[src/rtl/branch_predictor_pkg.sv]
// Shared definitions for the fetch-side branch predictor and its neighbours
// (decode and the ID-stage comparator use the same opcode constants).
package branch_predictor_pkg;

    localparam logic [5:0] OP_REGIMM = 6'h01;
    localparam logic [5:0] OP_BEQ    = 6'h04;
    localparam logic [5:0] OP_BNE    = 6'h05;
    localparam logic [5:0] OP_BLEZ   = 6'h06;
    localparam logic [5:0] OP_BGTZ   = 6'h07;

    typedef enum logic [1:0] {
        CTR_SNT = 2'b00,
        CTR_WNT = 2'b01,
        CTR_WT  = 2'b10,
        CTR_ST  = 2'b11
    } ctr_e;

    localparam ctr_e CTR_INIT = CTR_WNT;

    function automatic logic [31:0] pc_plus4(input logic [31:0] pc);
        return pc + 32'd4;
    endfunction

endpackage

[src/rtl/branch_predictor_if.sv]
// Fetch lookup and ID-stage resolution signals between the pipeline and the predictor.
interface branch_predictor_if;
    logic [31:0] if_pc;
    logic        pred_taken;
    logic [31:0] pred_target;
    logic        upd_valid;
    logic [31:0] upd_pc;
    logic        upd_taken;
    logic [31:0] upd_target;
    logic        upd_pred_taken;
    logic [31:0] upd_pred_target;
    logic        mispredict;
    logic [31:0] redirect_pc;

    modport master (
        output if_pc, upd_valid, upd_pc, upd_taken, upd_target, upd_pred_taken, upd_pred_target,
        input  pred_taken, pred_target, mispredict, redirect_pc
    );

    modport slave (
        input  if_pc, upd_valid, upd_pc, upd_taken, upd_target, upd_pred_taken, upd_pred_target,
        output pred_taken, pred_target, mispredict, redirect_pc
    );
endinterface

[src/rtl/branch_predictor_sat_counter2.sv]
// 2-bit saturating up/down counter next-state function (no storage).
module sat_counter2
    import branch_predictor_pkg::*;
(
    input  ctr_e ctr_i,
    input  logic inc_i,
    output ctr_e ctr_o
);
    always_comb begin
        ctr_o = ctr_i;
        if (inc_i) begin
            if (ctr_i != CTR_ST) ctr_o = ctr_e'(ctr_i + 2'd1);
        end else begin
            if (ctr_i != CTR_SNT) ctr_o = ctr_e'(ctr_i - 2'd1);
        end
    end
endmodule

[src/rtl/branch_predictor.sv]
// Direct-mapped BTB with 2-bit direction counters, mispredict/redirect generation
// and saturating branch / mispredict counters.
module branch_predictor
    import branch_predictor_pkg::*;
#(
    parameter int INDEX_BITS = 4,
    parameter int CNT_WIDTH  = 32
) (
    input  logic                 clk,
    input  logic                 reset_n,
    branch_predictor_if.slave    bp,
    output logic [CNT_WIDTH-1:0] branch_cnt,
    output logic [CNT_WIDTH-1:0] mispred_cnt
);
    localparam int TAG_BITS = 30 - INDEX_BITS;
    localparam int ENTRIES  = 1 << INDEX_BITS;

    logic [ENTRIES-1:0]               valid_vec;
    logic [ENTRIES-1:0][TAG_BITS-1:0] tag_vec;
    logic [ENTRIES-1:0][31:0]         target_vec;
    ctr_e                             ctr_vec [ENTRIES];

    logic [INDEX_BITS-1:0] if_idx, upd_idx;
    logic [TAG_BITS-1:0]   if_tag, upd_tag;
    logic                  if_hit, upd_hit;
    ctr_e                  ctr_upd;

    assign if_idx  = bp.if_pc[INDEX_BITS+1:2];
    assign if_tag  = bp.if_pc[31:INDEX_BITS+2];
    assign upd_idx = bp.upd_pc[INDEX_BITS+1:2];
    assign upd_tag = bp.upd_pc[31:INDEX_BITS+2];

    assign if_hit  = valid_vec[if_idx] && (tag_vec[if_idx] == if_tag);
    assign upd_hit = valid_vec[upd_idx] && (tag_vec[upd_idx] == upd_tag);

    // Lookup sees registered state only, so a same-cycle update shows up next cycle.
    assign bp.pred_taken  = if_hit && ctr_vec[if_idx][1];
    assign bp.pred_target = bp.pred_taken ? target_vec[if_idx] : pc_plus4(bp.if_pc);

    assign bp.mispredict = bp.upd_valid &&
                           ((bp.upd_taken != bp.upd_pred_taken) ||
                            (bp.upd_taken && bp.upd_pred_taken &&
                             (bp.upd_target != bp.upd_pred_target)));
    assign bp.redirect_pc = bp.upd_taken ? bp.upd_target : pc_plus4(bp.upd_pc);

    sat_counter2 u_sat_counter2 (
        .ctr_i (ctr_vec[upd_idx]),
        .inc_i (bp.upd_taken),
        .ctr_o (ctr_upd)
    );

    genvar gi;
    generate
        for (gi = 0; gi < ENTRIES; gi++) begin : g_entry
            logic                valid_q;
            logic [TAG_BITS-1:0] tag_q;
            logic [31:0]         target_q;
            ctr_e                ctr_q;
            logic                sel;

            assign sel = bp.upd_valid && (upd_idx == INDEX_BITS'(gi));

            always_ff @(posedge clk or negedge reset_n) begin
                if (!reset_n) begin
                    valid_q  <= 1'b0;
                    tag_q    <= '0;
                    target_q <= '0;
                    ctr_q    <= CTR_INIT;
                end else if (sel) begin
                    if (upd_hit) begin
                        ctr_q <= ctr_upd;
                        if (bp.upd_taken) target_q <= bp.upd_target;
                    end else if (bp.upd_taken) begin
                        // Taken miss allocates over whatever lived at this index.
                        valid_q  <= 1'b1;
                        tag_q    <= upd_tag;
                        target_q <= bp.upd_target;
                        ctr_q    <= CTR_WT;
                    end
                end
            end

            assign valid_vec[gi]  = valid_q;
            assign tag_vec[gi]    = tag_q;
            assign target_vec[gi] = target_q;
            assign ctr_vec[gi]    = ctr_q;
        end
    endgenerate

    logic [CNT_WIDTH-1:0] branch_cnt_q, branch_cnt_d;
    logic [CNT_WIDTH-1:0] mispred_cnt_q, mispred_cnt_d;

    always_comb begin
        branch_cnt_d  = branch_cnt_q;
        mispred_cnt_d = mispred_cnt_q;
        if (bp.upd_valid && !(&branch_cnt_q)) branch_cnt_d = branch_cnt_q + 1'b1;
        if (bp.mispredict && !(&mispred_cnt_q)) mispred_cnt_d = mispred_cnt_q + 1'b1;
    end

    always_ff @(posedge clk or negedge reset_n) begin
        if (!reset_n) begin
            branch_cnt_q  <= '0;
            mispred_cnt_q <= '0;
        end else begin
            branch_cnt_q  <= branch_cnt_d;
            mispred_cnt_q <= mispred_cnt_d;
        end
    end

    assign branch_cnt  = branch_cnt_q;
    assign mispred_cnt = mispred_cnt_q;
endmodule
[src/flat_wrapper.sv]
// flat-port wrapper written by rule: the top's interface ports become plain ports
module branch_predictor_flat import branch_predictor_pkg::*;
#(
    parameter int INDEX_BITS = 4,
    parameter int CNT_WIDTH  = 32
)
  (clk, reset_n, branch_cnt, mispred_cnt, bp_if_pc, bp_upd_valid, bp_upd_pc, bp_upd_taken, bp_upd_target, bp_upd_pred_taken, bp_upd_pred_target, bp_pred_taken, bp_pred_target, bp_mispredict, bp_redirect_pc);
  branch_predictor_if bp_i ();
  input  logic clk;
  input  logic reset_n;
  output logic [CNT_WIDTH-1:0] branch_cnt;
  output logic [CNT_WIDTH-1:0] mispred_cnt;
  input wire logic [$bits(bp_i.if_pc)-1:0] bp_if_pc;
  input wire logic [$bits(bp_i.upd_valid)-1:0] bp_upd_valid;
  input wire logic [$bits(bp_i.upd_pc)-1:0] bp_upd_pc;
  input wire logic [$bits(bp_i.upd_taken)-1:0] bp_upd_taken;
  input wire logic [$bits(bp_i.upd_target)-1:0] bp_upd_target;
  input wire logic [$bits(bp_i.upd_pred_taken)-1:0] bp_upd_pred_taken;
  input wire logic [$bits(bp_i.upd_pred_target)-1:0] bp_upd_pred_target;
  output wire logic [$bits(bp_i.pred_taken)-1:0] bp_pred_taken;
  output wire logic [$bits(bp_i.pred_target)-1:0] bp_pred_target;
  output wire logic [$bits(bp_i.mispredict)-1:0] bp_mispredict;
  output wire logic [$bits(bp_i.redirect_pc)-1:0] bp_redirect_pc;
  assign bp_i.if_pc = bp_if_pc;
  assign bp_i.upd_valid = bp_upd_valid;
  assign bp_i.upd_pc = bp_upd_pc;
  assign bp_i.upd_taken = bp_upd_taken;
  assign bp_i.upd_target = bp_upd_target;
  assign bp_i.upd_pred_taken = bp_upd_pred_taken;
  assign bp_i.upd_pred_target = bp_upd_pred_target;
  assign bp_pred_taken = bp_i.pred_taken;
  assign bp_pred_target = bp_i.pred_target;
  assign bp_mispredict = bp_i.mispredict;
  assign bp_redirect_pc = bp_i.redirect_pc;
  branch_predictor #(.INDEX_BITS(INDEX_BITS), .CNT_WIDTH(CNT_WIDTH)) u_core (.clk(clk), .reset_n(reset_n), .bp(bp_i), .branch_cnt(branch_cnt), .mispred_cnt(mispred_cnt));
endmodule
[config.mk]
export PLATFORM = sky130hd
export DESIGN_NAME = branch_predictor_flat
export DESIGN_NICKNAME = d
export VERILOG_FILES = /design/src/rtl/branch_predictor_pkg.sv /design/src/rtl/branch_predictor_if.sv /design/src/rtl/branch_predictor_sat_counter2.sv /design/src/rtl/branch_predictor.sv /design/src/flat_wrapper.sv
export SDC_FILE = /design/constraint.sdc
export NUM_CORES = 2
export LEC_CHECK = 0
export CAP_MARGIN = 10
export CORE_ASPECT_RATIO = 1.5
export CORE_MARGIN = 1.5
export CORE_UTILIZATION = 25
export CTS_CLUSTER_SIZE = 30
export DETAILED_ROUTE_END_ITERATION = 12
export HOLD_SLACK_MARGIN = 0.06
export PLACE_DENSITY = 0.5
export SETUP_SLACK_MARGIN = 0.2
export SYNTH_ARGS = -nofsm -noshare
export SYNTH_HDL_FRONTEND = slang
export SYNTH_HIERARCHICAL = 1
export SYNTH_SLANG_ARGS = --single-unit
[constraint.sdc]
create_clock -name clk -period 8.68 [get_ports clk]
set_clock_uncertainty 0.2 [all_clocks]
set_input_delay 2.604 -clock clk [delete_from_list [all_inputs] [get_ports clk]]
set_output_delay 2.604 -clock clk [all_outputs]
set_load 0.02 [all_outputs]
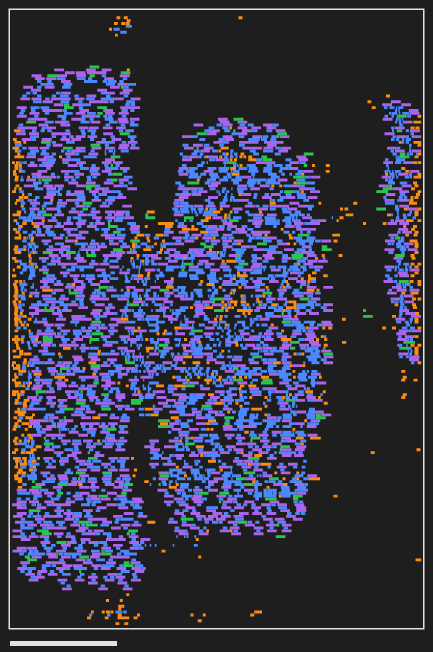
*Placement by cell class*
Bar = 100 µm.
- purple: flip-flops (cells 1040; share of their area 41%)
- blue: all other logic (cells 2406; share of their area 43%)
- orange: other buffers and delay cells (cells 616; share of their area 9.8%)
- green: clock drivers and dummy loads (cells 213; share of their area 6.2%)
core area: 220000 µm²
design area: 67400 µm²
Seq/total area: 0.386
Rows: 211

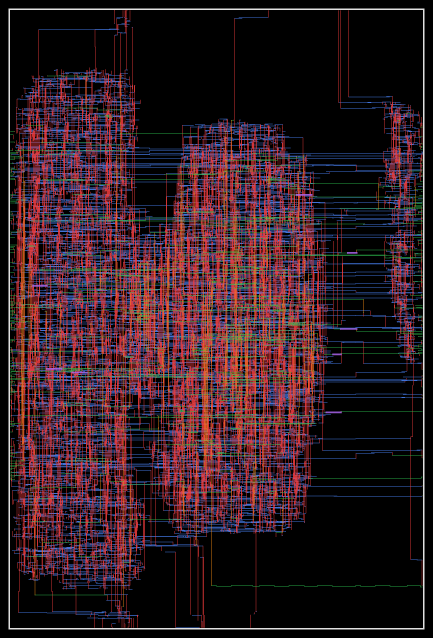
*Metal layers overlaid*
- red: met2 (wire length 97.1 mm)
- blue: met1 (wire length 86.3 mm)
- purple: met5 (wire length 98.4 µm)
- orange: met4 (wire length 8490 µm)
- green: met3 (wire length 10900 µm)

==> flow_summary.toml <==
# generated from flow reports
[status]
status = "complete, but fails checks"
violations = "negative setup slack"

[worst_setup_path]
critPathMaxStageDelay_ps = 650
crit_fanout = 6
r2r_start = "u_core/g_entry[3].tag_q[24]"
path_cells = "buf_16, buf_12, mux4_2, mux4_2, xnor2_2, nand4_1, or4_4, or4_4, buf_12, buf_6, mux2_2, buf_2"
r2r_end = "u_core/g_entry[3].tag_q[19]"
cp_slowest_cell = "or4_4"
setup.worst_path.end = "bp_pred_target[4]"
crit_path_end_kind = "primary output"
worstSetupStartpointType = "input pin"
path_delay_family = "simple AND/OR/NAND/NOR gates"
reg2reg_depth = 10
crit_start = "bp_if_pc[2]"
worst-path-stages = 12
crit_arrival_ps = 6270
worstPathRequired_ps = 5880

[layout]
ff_latch_area_um2 = 26000
lay_top_cells = "1024 x dfrtp_1, 676 x mux2_2, 363 x mux4_2"
largest_cell_class = "logic gates"
final-clk-cell-share = 0.0583
area_share_nonclk_buffers = 0.0924
comb_cells = 2380
final_util = 0.306
fin_nets = 4319
lay_top_count = "dfrtp_1"
flops = 1040
n_all_inverters = 26
area_delta_synth_final_pct = 21.6
sh_comb_area = 0.408
antenna_cells = 2

[yosys]
yosys_area_um2 = 55400
synth-seq-cells = 1040
synth_dominant_cell_count = "dfrtp_1"
synth_seq_share = 0.470
async_reset_ff_frac = 1.00
syn_avg_cell_area_um2 = 14.5
area_leaders = "dfrtp_1 46%, mux4_2 15%, mux2_2 13%"
syn_area_um2 = 55400
edf_count = 0
yosysWarnings = 6
ys_cells = 3825
synth_top_area_share = 0.462

[global_route]
gr-max-usage-layer = "met2"
grt_use_met1 = 0.232
grt_pass1_wl_mm = 291
use_met3 = 0.0308
grt.overflow.total = 0
grt_pass1_vias = 38200
grt_usage = 0.178

[detailed_routing]
met1Wirelength_mm = 86.3
ant_nets = 0
met3_length_mm = 10.9
drt_iter0_drc = 2490
dr.pass1.iters = 7
drc = 0
top_layer = "met5"
vias = 35800
drt_wl_total_mm = 203
wire_per_inst_um = 28.4
via_per_inst = 5.00

[placement]
post-place-ws_ps = -1050
place_congestion = 0.875

[final_timing]
period_used_share = 1.05
relSlewSlack = 0.172
finalSetupViolCount = 32
tns_ps = -10030
setup_slack_ps = -398
finalMaxSlewViolations = 0
tightest_slew_ps = 1240
fmaxAchievable_mhz = 110
finalHoldViolations = 0
final.min_clock_period_ps = 9080

[power]
p_leak_nw = 28.7
p_total_mw = 14.8

[clocking]
cts_buffers = 114
clkLatencyLatePin_ps = 790
clk_pin_slew_ps = 60
clk_path_buf_depth = 3
h-tree-depth = 3
root_buffer = "clkbuf_16"
cts.sinks = 1040

[job]
drv_cap = 0

[floorplanning]
dieArea_um2 = 225000
initial_core_util = 0.252
die_w_um = 388
ios = 263
dieHeight_um = 580

[hold_path]
min_path_type = "reg2reg"
## power breakdown
group / internal, mW / switching, mW
clock: 2.90 / 2.22
combinational: 1.89 / 1.35
sequential: 5.77 / 0.650
total: 10.6 / 4.23
## what timing repair did
action / 4_1_cts / 5_1_grt
gates resized: 139 / 45
gates cloned: 3 / 1
setup endpoints to repair: 35 / 42
pin swaps: 6 / 9
setup buffers: 11 / 10
## cell families (layout without fill, tap and decap cells)
kind of cell    Yosys count  after routing  share of synthesized area
flops                  1040           1040                      0.470
xor+xnor                195            195                     0.0308
compound gates          235            235                     0.0295
simple gates            514            514                     0.0492
buf+inv                 405            855                     0.0378
mux                    1426           1426                      0.381
fa+ha+maj                10             10                    0.00221
other cells               0              2                          0
## worst min-delay path by stage
stage / startpoint / to / slack, ps / depth (start not counted)
floorplan: u_core/g_entry[1].valid_q / u_core/g_entry[1].valid_q / 240 / 1
global placement: u_core/g_entry[1].valid_q / u_core/g_entry[1].valid_q / 270 / 1
detailed placement: u_core/g_entry[10].valid_q / u_core/g_entry[10].valid_q / 280 / 1
CTS: u_core/branch_cnt[23] / u_core/branch_cnt[23] / 290 / 1
global route: u_core/g_entry[6].target_q[2] / u_core/g_entry[6].target_q[2] / 310 / 1
finish: u_core/branch_cnt[23] / u_core/branch_cnt[23] / 280 / 1
## registers in the layout (all words and copies together), names as in the netlist
register,count
u_core/mispred_cnt,32
u_core/branch_cnt,32
u_core/g_entry.valid_q,16
u_core/g_entry.ctr_q,32
u_core/g_entry.tag_q,416
u_core/g_entry.target_q,512
## metrics by stage
| step | std cells | hold WS, ps |
|---|---|---|
| after CTS | 7139 | 291 |
| final | 7152 | 284 |
| after floorplan | 3825 | 244 |
| after global placement | 6912 | 266 |
| after global routing | 7151 | 307 |
| after detailed placement | 6912 | 277 |
Power is estimated from default activity; no workload was simulated.
